### src/rtl/pc_next_unit.sv
// ============================================================================
// Module   : pc_next_unit
// Brief    : Next-PC select and PC register with stall-safe redirect capture
//            and misaligned-target reporting.
// Revision : 1.0
// ============================================================================
`default_nettype none

module pc_next_unit #(
  parameter int              XLEN       = 32,
  parameter logic [XLEN-1:0] RESET_PC   = '0,
  parameter int              ALIGN_BITS = 2
) (
  input  logic            clk,
  input  logic            rst,
  input  logic            stall,
  input  logic [2:0]      Control_PC_Mux,
  input  logic [XLEN-1:0] PC_branch,
  input  logic [XLEN-1:0] PC_jal,
  input  logic [XLEN-1:0] PC_jalr,
  input  logic [XLEN-1:0] PC_Exception,
  input  logic [XLEN-1:0] MRET,
  output logic [XLEN-1:0] pc,
  output logic [XLEN-1:0] pc_plus4,
  output logic            redirect_pending,
  output logic            misalign,
  output logic [XLEN-1:0] bad_addr,
  output logic            sel_err
);

  localparam logic [XLEN-1:0] C_FOUR      = XLEN'(4);
  localparam logic [XLEN-1:0] C_JALR_MASK = ~XLEN'(1);

  typedef enum logic [1:0] {
    S_RUN       = 2'd0,
    S_HOLD      = 2'd1,
    S_HOLD_PEND = 2'd2
  } state_t;

  state_t            r_state, w_state_n;
  logic [XLEN-1:0]   r_pc, w_pc_n;
  logic [XLEN-1:0]   r_pend, w_pend_n;
  logic              r_pend_exc, w_pend_exc_n;
  logic              r_misalign, r_sel_err;
  logic [XLEN-1:0]   r_bad_addr;

  logic [XLEN-1:0]   w_pc_plus4, w_tgt, w_cand;
  logic              w_chk, w_valid, w_res, w_exc, w_mret, w_mis, w_redir;

  // Source decode and target formation
  always_comb begin
    w_pc_plus4 = r_pc + C_FOUR;
    w_tgt      = '0;
    w_chk      = 1'b0;
    w_valid    = 1'b0;
    w_res      = 1'b0;
    w_exc      = 1'b0;
    w_mret     = 1'b0;
    case (Control_PC_Mux)
      3'b001: begin w_tgt = PC_branch;             w_chk = 1'b1; w_valid = 1'b1; end
      3'b011: begin w_tgt = PC_jal;                w_chk = 1'b1; w_valid = 1'b1; end
      3'b100: begin w_tgt = PC_jalr & C_JALR_MASK; w_chk = 1'b1; w_valid = 1'b1; end
      3'b101: begin w_tgt = PC_Exception;          w_exc = 1'b1; w_valid = 1'b1; end
      3'b111: begin w_tgt = MRET;                  w_mret = 1'b1; w_valid = 1'b1; end
      3'b010, 3'b110: w_res = 1'b1;
      default: ;
    endcase
    w_mis   = w_chk & (|w_tgt[ALIGN_BITS-1:0]);
    w_redir = w_valid & ~w_mis;
    w_cand  = w_redir ? w_tgt : w_pc_plus4;
  end

  // Next-state / next-PC logic
  always_comb begin
    w_state_n    = r_state;
    w_pc_n       = r_pc;
    w_pend_n     = r_pend;
    w_pend_exc_n = r_pend_exc;
    case (r_state)
      S_RUN, S_HOLD: begin
        if (!stall) begin
          w_pc_n    = w_cand;
          w_state_n = S_RUN;
        end else if (w_redir) begin
          w_pend_n     = w_tgt;
          w_pend_exc_n = w_exc;
          w_state_n    = S_HOLD_PEND;
        end else begin
          w_state_n = S_HOLD;
        end
      end
      S_HOLD_PEND: begin
        if (stall) begin
          // Exceptions always win; MRET may only displace a non-exception entry
          if (w_exc) begin
            w_pend_n     = w_tgt;
            w_pend_exc_n = 1'b1;
          end else if (w_mret && !r_pend_exc) begin
            w_pend_n = w_tgt;
          end
        end else begin
          w_pc_n       = w_exc ? PC_Exception : r_pend;
          w_pend_n     = '0;
          w_pend_exc_n = 1'b0;
          w_state_n    = S_RUN;
        end
      end
      default: w_state_n = S_RUN;
    endcase
  end

  always_ff @(posedge clk) begin
    if (rst) begin
      r_state    <= S_RUN;
      r_pc       <= RESET_PC;
      r_pend     <= '0;
      r_pend_exc <= 1'b0;
      r_misalign <= 1'b0;
      r_sel_err  <= 1'b0;
      r_bad_addr <= '0;
    end else begin
      r_state    <= w_state_n;
      r_pc       <= w_pc_n;
      r_pend     <= w_pend_n;
      r_pend_exc <= w_pend_exc_n;
      r_misalign <= w_mis;
      r_sel_err  <= w_res;
      if (w_mis) r_bad_addr <= w_tgt;
    end
  end

  assign pc               = r_pc;
  assign pc_plus4         = w_pc_plus4;
  assign redirect_pending = (r_state == S_HOLD_PEND);
  assign misalign         = r_misalign;
  assign bad_addr         = r_bad_addr;
  assign sel_err          = r_sel_err;

endmodule

`default_nettype wire

### config.mk
export PLATFORM = sky130hd
export DESIGN_NAME = pc_next_unit
export DESIGN_NICKNAME = d
export VERILOG_FILES = /design/src/rtl/pc_next_unit.sv
export SDC_FILE = /design/constraint.sdc
export NUM_CORES = 1
export LEC_CHECK = 0
export ABC_AREA = 1
export ABC_CLOCK_PERIOD_IN_PS = 5900
export CAP_MARGIN = 20
export CORE_MARGIN = 8
export CORE_UTILIZATION = 40
export CTS_BUF_LIST = sky130_fd_sc_hd__clkbuf_8
export CTS_CLUSTER_DIAMETER = 30
export DETAILED_ROUTE_END_ITERATION = 8
export PLACE_DENSITY = 0.77
export SYNTH_ARGS = -nofsm -noshare
export SYNTH_HDL_FRONTEND = slang
export SYNTH_SLANG_ARGS = --single-unit
### constraint.sdc
create_clock -name clk -period 5.9 [get_ports clk]
set_input_delay 1.77 -clock clk [delete_from_list [all_inputs] [get_ports clk]]
set_output_delay 1.77 -clock clk [all_outputs]
set_load 0.05 [all_outputs]
run_1/m1.png
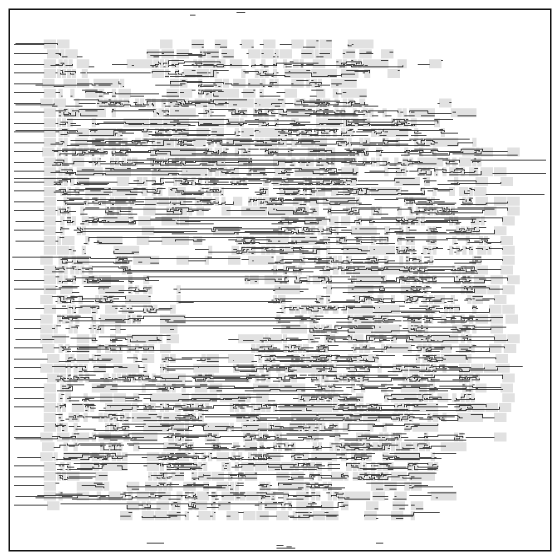
nets with wire on the layer: 1516
wire length on this layer: 12300 um
M1 GR Usage: 0.325
DR vias: 8860
total routed wirelength: 29100 um

run_1/m2.png
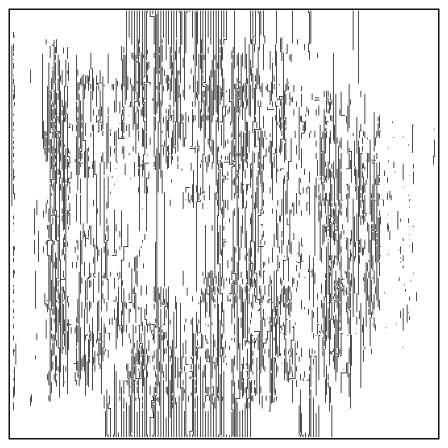
main direction: vertical
longest straight run: 61.5 um
share of all routed wire: 44%
wire length on this layer: 12700 um
met2 Use GR: 0.393

run_1/m4.png
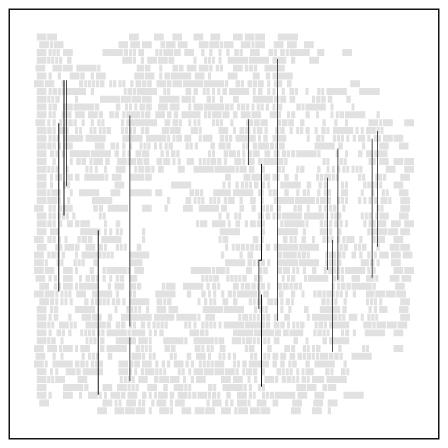
main direction: vertical
nets with wire on the layer: 13
longest straight run: 91.1 um
share of all routed wire: 2.4%

run_1/util_map.png
Bar = 50 um. The die is cut into 15 by 15 equal tiles; dark blue is low, red is high, 0 to 100% covered.
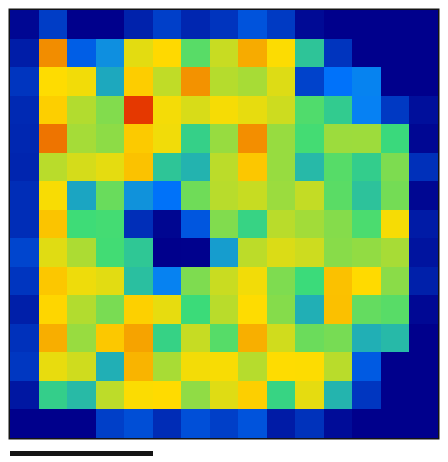
emptiest ninth of the die: top right
tiles over 75% full: 12%
nearly empty tiles: 13%
mean over tiles: 44%
fullest tile: 94%
FP Core Util: 0.402
final core area utilization: 0.572

## run 1: registers in the layout (all words and copies together) (netlist names)
| signal | flops |
|---|---|
| bad_addr | 32 |
| pc | 32 |
| r_pend | 32 |
| r_state | 2 |
| misalign | 1 |
| r_pend_exc | 1 |
| sel_err | 1 |
## run 1: final cells by class
| class | instances | area, um2 | share of cell area |
|---|---|---|---|
| multi-input cells | 940 | 4230 | 0.417 |
| repair buffers | 284 | 2790 | 0.275 |
| flip-flops and latches | 101 | 2020 | 0.199 |
| inverters | 157 | 589 | 0.0581 |
| well taps | 229 | 287 | 0.0283 |
| clock buffers | 9 | 124 | 0.0122 |
| clock inverters | 7 | 97.6 | 0.00963 |
==> impl_metrics.toml, run 1 <==
# implementation run metrics
[timing]
setup_viol = 0
worst_slack_ns = 0.993
max_slew_margin = 0.288
fin_crit_ns = 4.91
slew_viol_final = 0
hold_viol = 0
clock_skew_ns = 0.0140

[grt]
grt_pass1_wl_um = 44500
grt_pass1_vias = 8305
track_usage = 0.254
met3_usage = 0.0816

[synthesis]
postSynth.asyncResetShare = 0
synthCells = 1272
mux_area_frac = 0
adder_share = 0.00176
ys_area_mm2 = 0.00713
aoi_share = 0.140
synth_cell_type_count = 30
enable_flop_cells = 0
topCellsByArea = "dfxtp_1, nand2_1, nor2_1, inv_1, o21ai_0"
synth_top_cell_by_count = "nand2_1"
ys_seq_share = 0.284
yosysWarnings = 0
ys_sh_simple = 0.429
yosys.area.top_type = "dfxtp_1"
synth.cell_area_mm2 = 0.00713
netlist_top_cells_count = "nand2_1, nor2_1, inv_1"

[clocking]
hold_buffers = 0
path_clk_slew_ns = 0.11
cts_sinks = 101
cts_tree = "done"
htreeDepth = 3
post_cts_buffers = 0
cts_resized = 0
cts.path.max_buffers = 2
clock.latency.late_pin_ns = 0.39

[run]
warnings = 27

[floorplan]
fp.dieW_um = 150
dieHeight_um = 150
coreArea_mm2 = 0.0177
die_area_mm2 = 0.0224
rows = 49

[status]
status = "finished clean"

[routing]
viasPerCell = 5.13
ant_nets = 0
drt_pass1_iterations = 7
dr_wl_met3_um = 3380
drt_iter0_drc = 831
wl_met1_um = 12300
top_layer_used = "met4"
met2WireLength_um = 12700

[finish]
fin_area_mm2 = 0.0101
layout.nets = 1660
final_cells = 1727
n_fill_cell = 1767
drive_gt1_frac = 0.0367

[setup_path]
worstPathBufferInverterCount = 2
critPathTopFamily = "buffers and inverters"
cpMaxStageDelayCell = "clkdlybuf4s50_1"
r2r_start = "r_state[1]$_SDFFE_PP0N_"
crit_end = "pc_plus4[16]"
arrival_ns = 3.14
crit_type = "flip-flop to output pin"

[power]
p_leak_nw = 4.67
p_int_mw = 1.29
power_leader = "combinational cells"
p_clk_frac = 0.240
pg_comb_uw = 832
irDropWorstVdd_v = 0.000107

[hold_path]
min_path_type = "flip-flop to flip-flop"
holdPathEnd = "bad_addr[1]$_SDFFE_PP0P_"
holdPathStages = 2

[placement]
dp.cells = 1710
gp_congestion = 0.930
dp_slack_ns = 1.08
dpl_cell_area_mm2 = 0.00991
## Run 2: what changed since run 1
ABC_CLOCK_PERIOD_IN_PS = 4300   (was 5900)
PLACE_DENSITY = 0.8   (was 0.77)
clock period = 4.3 ns   (was 5.9 ns; I/O delays follow)
run_2/m4.png
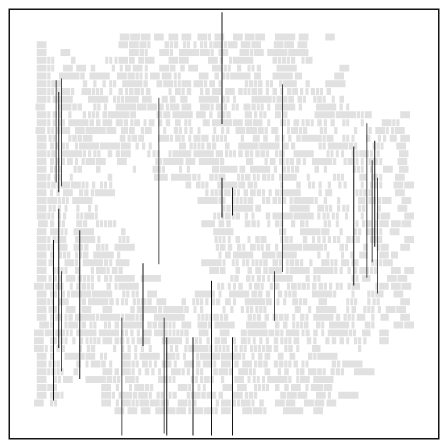
nets with wire on the layer: 21
main direction: vertical
share of all routed wire: 3.4%
wire length on this layer: 979 um

run_2/congestion_map.png
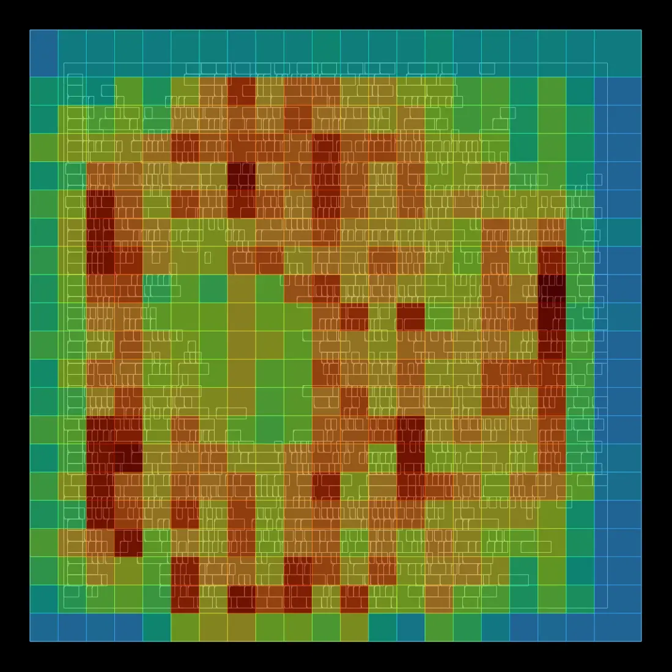
met2 Use GR: 0.386
all-layer global routing usage: 0.252
global routing usage on met3: 0.0677
Top Usage Layer GRT: met2

run_2/m1.png
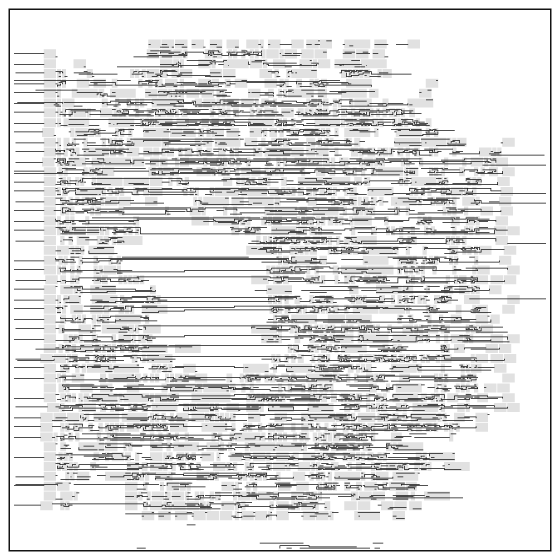
main direction: horizontal
share of all routed wire: 43%
wire length on this layer: 12500 um
M1 GR Usage: 0.326
total routed wirelength: 29200 um
DR vias: 8945

==> run 2 against run 1 <==
Total power increased by 34%. Final cell count grew 0.12%. Highest routed layer unchanged. Sequential power up 37%. Via count grew 0.96%. Die size did not move. Critical endpoint is now pc_plus4[8]. Synthesized area unchanged. Count of clock-buffer cells in the layout rose by 1. Clock skew fell by 0.0021 ns.
==> impl_metrics.toml, run 2 <==
# implementation run metrics
[timing]
fin_crit_ns = 4.21
timing.fmax_ghz = 0.237
timing.hold.ws_ns = 0.471
tns_ns = 0
setup_viol = 0
finalClockPeriodUsage = 0.980
max_slew_margin = 0.418
slew_viol_final = 0
hold_viol = 0
rsz0062_at_grt = "false"
clock_skew_ns = 0.0119
worst_slack_ns = 0.0872

[grt]
grt_pass1_vias = 8303
grt_max_degree = 61
overflow = 0
grt_pass1_wl_um = 44200
antenna_found_initial = 1

[floorplan]
core_util_floorplan = 0.402
die_area_mm2 = 0.0224
coreArea_mm2 = 0.0177
rows = 49
fp.dieW_um = 150
dieHeight_um = 150

[power]
comb_power_share = 0.402
p_switching_mw = 1.13
p_clk_frac = 0.220
seqPwrFrac = 0.378
p_seq_mw = 1.08
p_leak_nw = 4.70
irDropWorstVdd_v = 0.000140
power_leader = "combinational cells"
p_int_mw = 1.73
pg_comb_mw = 1.15

[placement]
dpl_cell_area_mm2 = 0.00993
dp.cells = 1712
dp_slack_ns = 0.154
gp_congestion = 0.899
hpwl_um = 22700

[synthesis]
topCellsByArea = "dfxtp_1, nand2_1, nor2_1, inv_1, o21ai_0"
postSynthAreaPerCell_um2 = 5.60
ys_area_mm2 = 0.00713
netlist_top_cells_count = "nand2_1, nor2_1, inv_1"
postSynth.asyncResetShare = 0
fp_nets = 1439
yosys.area.top_type = "dfxtp_1"
synth.cell_area_mm2 = 0.00713
ys.flops = 101
yosysWarnings = 0
ys_seq_share = 0.284
top_cell_area_share = 0.284
synth_top_cell_by_count = "nand2_1"
synth_cell_type_count = 30
enable_flop_cells = 0
ys.flop_type = "dfxtp_1"
synthCells = 1272

[setup_path]
r2r_start = "r_state[1]$_SDFFE_PP0N_"
arrival_ns = 2.92
cpPeakStageDelay_ns = 0.85
timing.critical_path.from_type = "flip-flop"
critPathTopFamily = "buffers and inverters"
worst_setup_path_end_kind = "output pin"
cpMaxStageDelayCell = "clkdlybuf4s50_1"
cp_cell_sequence = "ha_1 > inv_1 > nor3_1 > xor2_1 > clkdlybuf4s50_1"
ff2ff_path_depth = 9
crit_start = "pc[3]$_SDFFE_PP0P_"
crit_end = "pc_plus4[8]"
r2r_end = "r_pend[17]$_SDFFE_PP0P_"
rrSetupSlack_ns = 1.39
crit_type = "flip-flop to output pin"
cp.required_ns = 3.01
cp_max_fo = 5
worstPathBufferInverterCount = 2

[routing]
viasPerCell = 5.17
ant_nets = 0
wl_met1_um = 12500
drt_pass1_iterations = 5
met2WireLength_um = 12600
drt_iter0_drc = 786
drc = 0
top_layer_used = "met4"
dr_wl_met3_um = 3110

[clocking]
cts_tree = "done"
cts_made_buffers = 9
cts.path.max_buffers = 2
hold_buffers = 0
htreeDepth = 3
cts-root-buf = "clkbuf_8"
post_cts_buffers = 0
cts_sinks = 101
clock.latency.late_pin_ns = 0.39
path_clk_slew_ns = 0.10
cts_resized = 0

[finish]
comb_area_mm2 = 0.00423
fin_area_mm2 = 0.0101
drive_gt1_frac = 0.0367
utilization = 0.572
regArea_mm2 = 0.00202
n_fill_cell = 1762
syn_to_final_growth_pct = 42.1
layout_top_cell = "nand2_1"
mostFrequentLayoutCells = "nand2_1, clkdlybuf4s50_1, nor2_1"
layout.nets = 1661
final_cells = 1729

[run]
warnings = 27

[hold_path]
holdPathEnd = "r_pend_exc$_SDFFE_PP0P_"
min_path_type = "flip-flop to flip-flop"
holdPathStages = 2
worstHoldStart = "r_pend_exc$_SDFFE_PP0P_"

[status]
status = "finished clean"
[run 2: cell counts after synthesis]
Identical to the previous run, type by type.
[run 2: logic make-up (layout without fill, tap and decap cells)]
group / Yosys count / in the layout / share of synthesized area
other: 0 / 1 / 0
adders and majority gates: 1 / 1 / 0.00175
and+or+nand+nor: 736 / 736 / 0.429
DFF: 101 / 101 / 0.284
AOI/OAI and AO/OA: 187 / 187 / 0.140
xor gates and xnor gates: 16 / 16 / 0.0197
buffers and inverters: 231 / 458 / 0.126
[run 2: final cells by class]
cell class,count,area share
diodes,1,0.000247
clock buffers,10,0.0136
clock inverters,6,0.00543
inverters,157,0.0582
multi-input cells,940,0.417
flip-flops and latches,101,0.200
well taps,229,0.0283
repair buffers,285,0.277
Power is estimated from default activity; no workload was simulated.
